<file path="config.mk">
export PLATFORM = sky130hd
export DESIGN_NAME = sound_ch4_sequencer
export DESIGN_NICKNAME = d
export VERILOG_FILES = /design/src/rtl/sound_ch4_sequencer.sv
export SDC_FILE = /design/constraint.sdc
export NUM_CORES = 1
export LEC_CHECK = 0
export ABC_CLOCK_PERIOD_IN_PS = 1700
export CORE_MARGIN = 2
export CORE_UTILIZATION = 47
export DETAILED_ROUTE_END_ITERATION = 8
export GPL_TIMING_DRIVEN = 0
export PLACE_DENSITY = 0.77
export SLEW_MARGIN = 5
export SYNTH_ARGS = -nofsm -noshare
export SYNTH_HDL_FRONTEND = slang
export SYNTH_SLANG_ARGS = --single-unit
export TNS_END_PERCENT = 1
</file>
<file path="constraint.sdc">
create_clock -name iClock -period 1.7 [get_ports iClock]
set_input_delay 0.17 -clock iClock [delete_from_list [all_inputs] [get_ports iClock]]
set_output_delay 0.17 -clock iClock [all_outputs]
set_load 0.05 [all_outputs]
</file>
<file path="src/rtl/sound_ch4_sequencer.sv">
// Noise channel (CH4) register file, length counter and 512 Hz frame sequencer.
// Latency: register writes, trigger pulse and tick enables all appear one clock after their cause.
// Backpressure: none; a write is accepted every cycle while powered, ignored while powered off.
module sound_ch4_sequencer #(
    parameter int FS_DIV = 8192
) (
    input  logic       iClock,
    input  logic       iReset,
    input  logic       iPowerOn,
    input  logic       iWrEn,
    input  logic [1:0] iAddr,
    input  logic [7:0] iWrData,
    output logic [7:0] oNR41,
    output logic [7:0] oNR42,
    output logic [7:0] oNR43,
    output logic [7:0] oNR44,
    output logic       oTrigger,
    output logic       oTick256,
    output logic       oTick128,
    output logic       oTick64,
    output logic       oChanOn,
    output logic [6:0] oLenCount
);

    localparam int              PreW    = (FS_DIV > 1) ? $clog2(FS_DIV) : 1;
    localparam logic [PreW-1:0] PreMax  = PreW'(FS_DIV - 1);
    localparam logic [6:0]      LenFull = 7'd64;

    logic [PreW-1:0] prescaler;
    logic [2:0]      step;
    logic            frameWrap;

    logic            wrNR41;
    logic            wrNR42;
    logic            wrNR43;
    logic            wrNR44;
    logic            trigReq;
    logic            dacOn;

    logic [6:0]      lenNext;
    logic            chanNext;

    assign frameWrap = (prescaler == PreMax);

    assign wrNR41  = iPowerOn && iWrEn && (iAddr == 2'd0);
    assign wrNR42  = iPowerOn && iWrEn && (iAddr == 2'd1);
    assign wrNR43  = iPowerOn && iWrEn && (iAddr == 2'd2);
    assign wrNR44  = iPowerOn && iWrEn && (iAddr == 2'd3);
    assign trigReq = wrNR44 && iWrData[7];

    // Only one register is written per cycle, so a trigger always sees the settled NR42.
    assign dacOn = (oNR42[7:3] != 5'd0);

    // Length load (NR41 or trigger) outranks the tick decrement in the same cycle.
    always_comb begin
        lenNext  = oLenCount;
        chanNext = oChanOn;
        if (wrNR41) begin
            lenNext = LenFull - {1'b0, iWrData[5:0]};
        end else if (trigReq) begin
            if (oLenCount == 7'd0) begin
                lenNext = LenFull;
            end
            chanNext = dacOn;
        end else if (oTick256 && oNR44[6] && (oLenCount != 7'd0)) begin
            lenNext = oLenCount - 7'd1;
            if (oLenCount == 7'd1) begin
                chanNext = 1'b0;
            end
        end
        if (wrNR42 && (iWrData[7:3] == 5'd0)) begin
            chanNext = 1'b0;
        end
    end

    always_ff @(posedge iClock or negedge iReset) begin
        if (!iReset) begin
            prescaler <= '0;
            step      <= 3'd0;
            oTick256  <= 1'b0;
            oTick128  <= 1'b0;
            oTick64   <= 1'b0;
            oNR41     <= 8'h00;
            oNR42     <= 8'h00;
            oNR43     <= 8'h00;
            oNR44     <= 8'h00;
            oTrigger  <= 1'b0;
            oLenCount <= 7'd0;
            oChanOn   <= 1'b0;
        end else begin
            // The prescaler free-runs regardless of power so frame phase is never lost.
            prescaler <= frameWrap ? '0 : prescaler + PreW'(1);
            if (!iPowerOn) begin
                step      <= 3'd0;
                oTick256  <= 1'b0;
                oTick128  <= 1'b0;
                oTick64   <= 1'b0;
                oNR41     <= 8'h00;
                oNR42     <= 8'h00;
                oNR43     <= 8'h00;
                oNR44     <= 8'h00;
                oTrigger  <= 1'b0;
                oLenCount <= 7'd0;
                oChanOn   <= 1'b0;
            end else begin
                if (frameWrap) begin
                    step <= step + 3'd1;
                end
                oTick256 <= frameWrap && !step[0];
                oTick128 <= frameWrap && ((step == 3'd2) || (step == 3'd6));
                oTick64  <= frameWrap && (step == 3'd7);

                if (wrNR41) begin
                    oNR41 <= iWrData;
                end
                if (wrNR42) begin
                    oNR42 <= iWrData;
                end
                if (wrNR43) begin
                    oNR43 <= iWrData;
                end
                if (wrNR44) begin
                    oNR44 <= {1'b0, iWrData[6:0]};
                end
                oTrigger  <= trigReq;
                oLenCount <= lenNext;
                oChanOn   <= chanNext;
            end
        end
    end

endmodule

</file>
==> images/layer_met1.png <==
Scale bar: 20 µm.
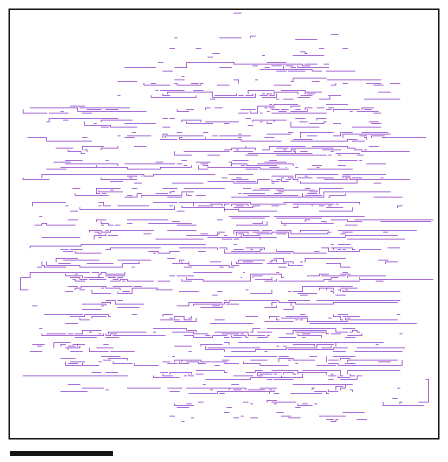
The longest straight run is 28.1 µm. The layer carries 3,110 µm of wire. The wires run mostly horizontal. 350 nets have wire on it. The layer holds 44% of the routed length.
via count: 2,396
total wirelength of the detailed-routed design: 7018 µm
met1 track demand over resource: 28.13%

==> images/layer_met2.png <==
Scale bar: 20 µm.
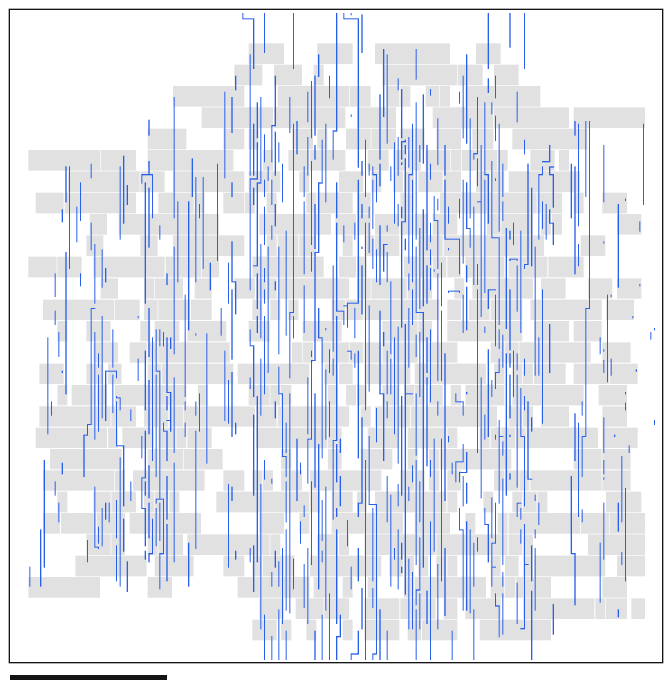
The layer holds 49% of the routed length. The wires run mostly vertical.
GR Layer Usage met2: 33.36%

==> results.cfg <==
; implementation run metrics
[job]
openroad.warnings = 31
cap_viol_max_count = 0

[sta]
finalSetupViolations = 7
worst_clock_skew_ps = 7.486
hold_violations = 0
grt_setup_unrepaired = true
maxSlewViolCount = 0
tns_ps = -252.8
worst_pin_slew_ps = 576.6
final.min_clock_period_ps = 1774
fmaxAchievable_mhz = 563.8
max-slew-margin-rel_pct = 61.33
final_cycle_utilization_of_the_critical_path_pct = 104.3
finalWorstSetupSlack_ps = -73.82
worst_hold_slack_ps = 190.8

[cells_and_area]
fillerInstances = 489
final_common_cell = sky130_fd_sc_hd__nand2_1
area_growth_pct = 31.89
final-instance-count-excl-fill = 453
insertedDiodeCount = 0
layout.nets = 394
drive_gt1_share_pct = 15.08
layout_top_cells = sky130_fd_sc_hd__nand2_1 (70), sky130_fd_sc_hd__dfrtp_1 (53), sky130_fd_sc_hd__dlygate4sd2_1 (19)

[cts]
cts-root-buf = sky130_fd_sc_hd__clkbuf_8
tritoncts.num_buffers = 9
cts_tree = built
cts_buffer_depth = 2
h-tree-depth = 3
clock_latency_ps = 340
cts.clk_slew.worst_paths_ps = 70
clock_sinks = 59

[grt]
grt_first_pass_wirelength_um = 11710
grt_overflow = 0
grt_start_max_net_pins = 39
track_usage_pct = 21.16
grt_pass1_vias = 2339
number_of_antenna_violations_at_the_first_check_in_global_routing = 0

[route]
drt_drc_violations_left = 0
routed_via_density = 5.289
ant_nets = 0
wl_per_cell_um = 15.49
initialDrtViolationCount = 136
drt_pre_antenna_iters = 4

[placement]
placedCellCount = 432
place_worst_setup_slack_ps = -486.5
dp_hpwl_um = 4927
placement.io_buffers = 51
place.gp.congestion = 0.8656

[run_status]
outcome = finished, violations left
failing_checks = setup timing

[floorplan]
initial_core_util_pct = 49.06
design.die.area_mm2 = 0.006902
rows = 28
die_span_in_x_um = 83.08
die-height_um = 83.08
design.core.area_mm2 = 0.005991
boundaryPins = 58

[power]
power_density_mw_per_mm2 = 850.0
ir_worst_vdd_v = 0.0006712
power_leakage_nw = 2.027

[synthesis]
yosysChipArea_mm2 = 0.002939
netlist_instances = 305
ys_types = 49
synth.net_count = 326
top_cell = sky130_fd_sc_hd__nand2_1
largest_area_cell = sky130_fd_sc_hd__dfrtp_1
async_flop_share_pct = 100.0
mappedNetlistArea_mm2 = 0.002939
synthesized_registers = 59
post-synth-top-area-fraction_pct = 50.23
synth.yosys.warnings = 0
ys_cells = 305
enable_flop_cells = 0
seq_area_frac_synth_pct = 50.23
synth.avg_cell_area_um2 = 9.636
synthFlopType = sky130_fd_sc_hd__dfrtp_1
top_cells_by_instance_count_after_synthesis = sky130_fd_sc_hd__nand2_1 (70), sky130_fd_sc_hd__dfrtp_1 (59), sky130_fd_sc_hd__nor2_1 (19)
area_leaders = sky130_fd_sc_hd__dfrtp_1 (50%), sky130_fd_sc_hd__nand2_1 (8.9%), sky130_fd_sc_hd__ha_1 (3.0%), sky130_fd_sc_hd__o21ai_0 (2.9%), sky130_fd_sc_hd__xor2_1 (2.7%)

[setup_path]
critical_path_peak_fanout = 7
crit_required_ps = 1900
slowest_delay_ps = 430
worst-setup-path-type = reg2reg
critical_path.top_delay_family = AND-OR/OR-AND gates
crit_path_cell_trace = nor4_4 > buf_4 > a22oi_4 > a311oi_4 > buf_6 > o221ai_1
slowest_stage_cell_on_the_critical_path = sky130_fd_sc_hd__dfrtp_2
worstSetupEndpointType = register
start_kind = register
path_buffers = 2
crit_arrival_ps = 1980

[worst_hold_path]
timing.hold.worst.class = in2reg
==> cells by family (layout without fill, tap and decap cells) <==
kind of cell,Yosys count,count (layout),synth area share [%]
XOR/XNOR,17,17,5.066
flip-flops,59,59,50.23
other,1,1,0.1276
adder cells (fa/ha/maj),7,7,2.980
AND/OR/NAND/NOR,133,133,22.27
AND-OR/OR-AND,57,57,13.88
multiplexers,2,2,0.6812
buffers and inverters,29,102,4.768
==> report_power, final <==
| group | leakage (nW) | internal [mW] | switching, mW |
|---|---|---|---|
| combinational | 1.14 | 0.207 | 0.354 |
| sequential | 0.792 | 1.44 | 0.0369 |
| clock | 0.0950 | 0.670 | 0.587 |
==> area by class of cell <==
cell class | count | area [µm²] | area share (%)
flip-flops and latches | 59 | 1484 | 38.28
multi-input cells | 217 | 1369 | 35.31
repair buffers | 57 | 585.6 | 15.11
clock buffers | 9 | 123.9 | 3.196
plain buffers | 17 | 106.4 | 2.744
well taps | 75 | 93.84 | 2.421
clock inverters | 7 | 68.82 | 1.775
inverters | 12 | 45.04 | 1.162
==> final timing paths <==
check | startpoint | endpoint | slack, ps | depth (start not counted)
hold reg to reg | prescaler[12]$_DFF_PN0_ | prescaler[12]$_DFF_PN0_ | 470 | 1
setup / recovery | oLenCount[6]$_DFFE_PN0P_ | oLenCount[5]$_DFFE_PN0P_ | -70 | 6
max in group asynchronous | iReset | step[2]$_DFFE_PN0P_ | 770 | 3
setup reg to reg | oLenCount[6]$_DFFE_PN0P_ | oLenCount[5]$_DFFE_PN0P_ | -70 | 6
min in group asynchronous | iReset | oNR44[0]$_DFFE_PN0P_ | 330 | 2
hold / removal | iAddr[1] | oNR42[1]$_DFFE_PN0P_ | 190 | 4
==> worst register-to-register path, cell delays in order, from the launching register on <==
cell	delay, ps
sky130_fd_sc_hd__dfrtp_2	430
sky130_fd_sc_hd__nor4_4	360
sky130_fd_sc_hd__buf_4	180
sky130_fd_sc_hd__a22oi_4	60
sky130_fd_sc_hd__a311oi_4	320
sky130_fd_sc_hd__buf_6	170
sky130_fd_sc_hd__o221ai_1	120
==> what timing repair did <==
action / 4_1_cts / 5_1_grt
hold endpoints to repair: 21 / 0
endpoints found under the setup margin: 39 / 55
setup buffers: 0 / 4
hold buffers: 1 / 0
pin swaps: 7 / 3
resized: 25 / 27
==> state kept, by name, indices dropped and copies added (netlist names) <==
name,count
oLenCount,7
prescaler,13
oChanOn,1
oNR43,8
step,3
oTrigger,1
oTick256,1
oNR42,8
oTick64,1
oTick128,1
oNR44,7
oNR41,8
==> metrics by stage <==
stage	utilization [%]	cell area, µm²	power, mW
2_1_floorplan	-	2965	1.860
3_3_place_gp	59.59	3570	2.048
3_5_place_dp	59.84	3585	2.055
4_1_cts	63.12	3781	3.299
5_1_grt	64.70	3876	3.428
6_report	64.70	3876	3.295
==> metal layers <==
layer  up-vias  GRT usage [%]  part of all wire [%]
li1       1167              -                     -
met1      1161          28.13                    44
met2        60          33.36                    49
met3         8          5.765                   5.2
met4         0          7.601                   1.3
met5         -              0                     0
No activity file was given, so power comes from the tool's default toggle rates.
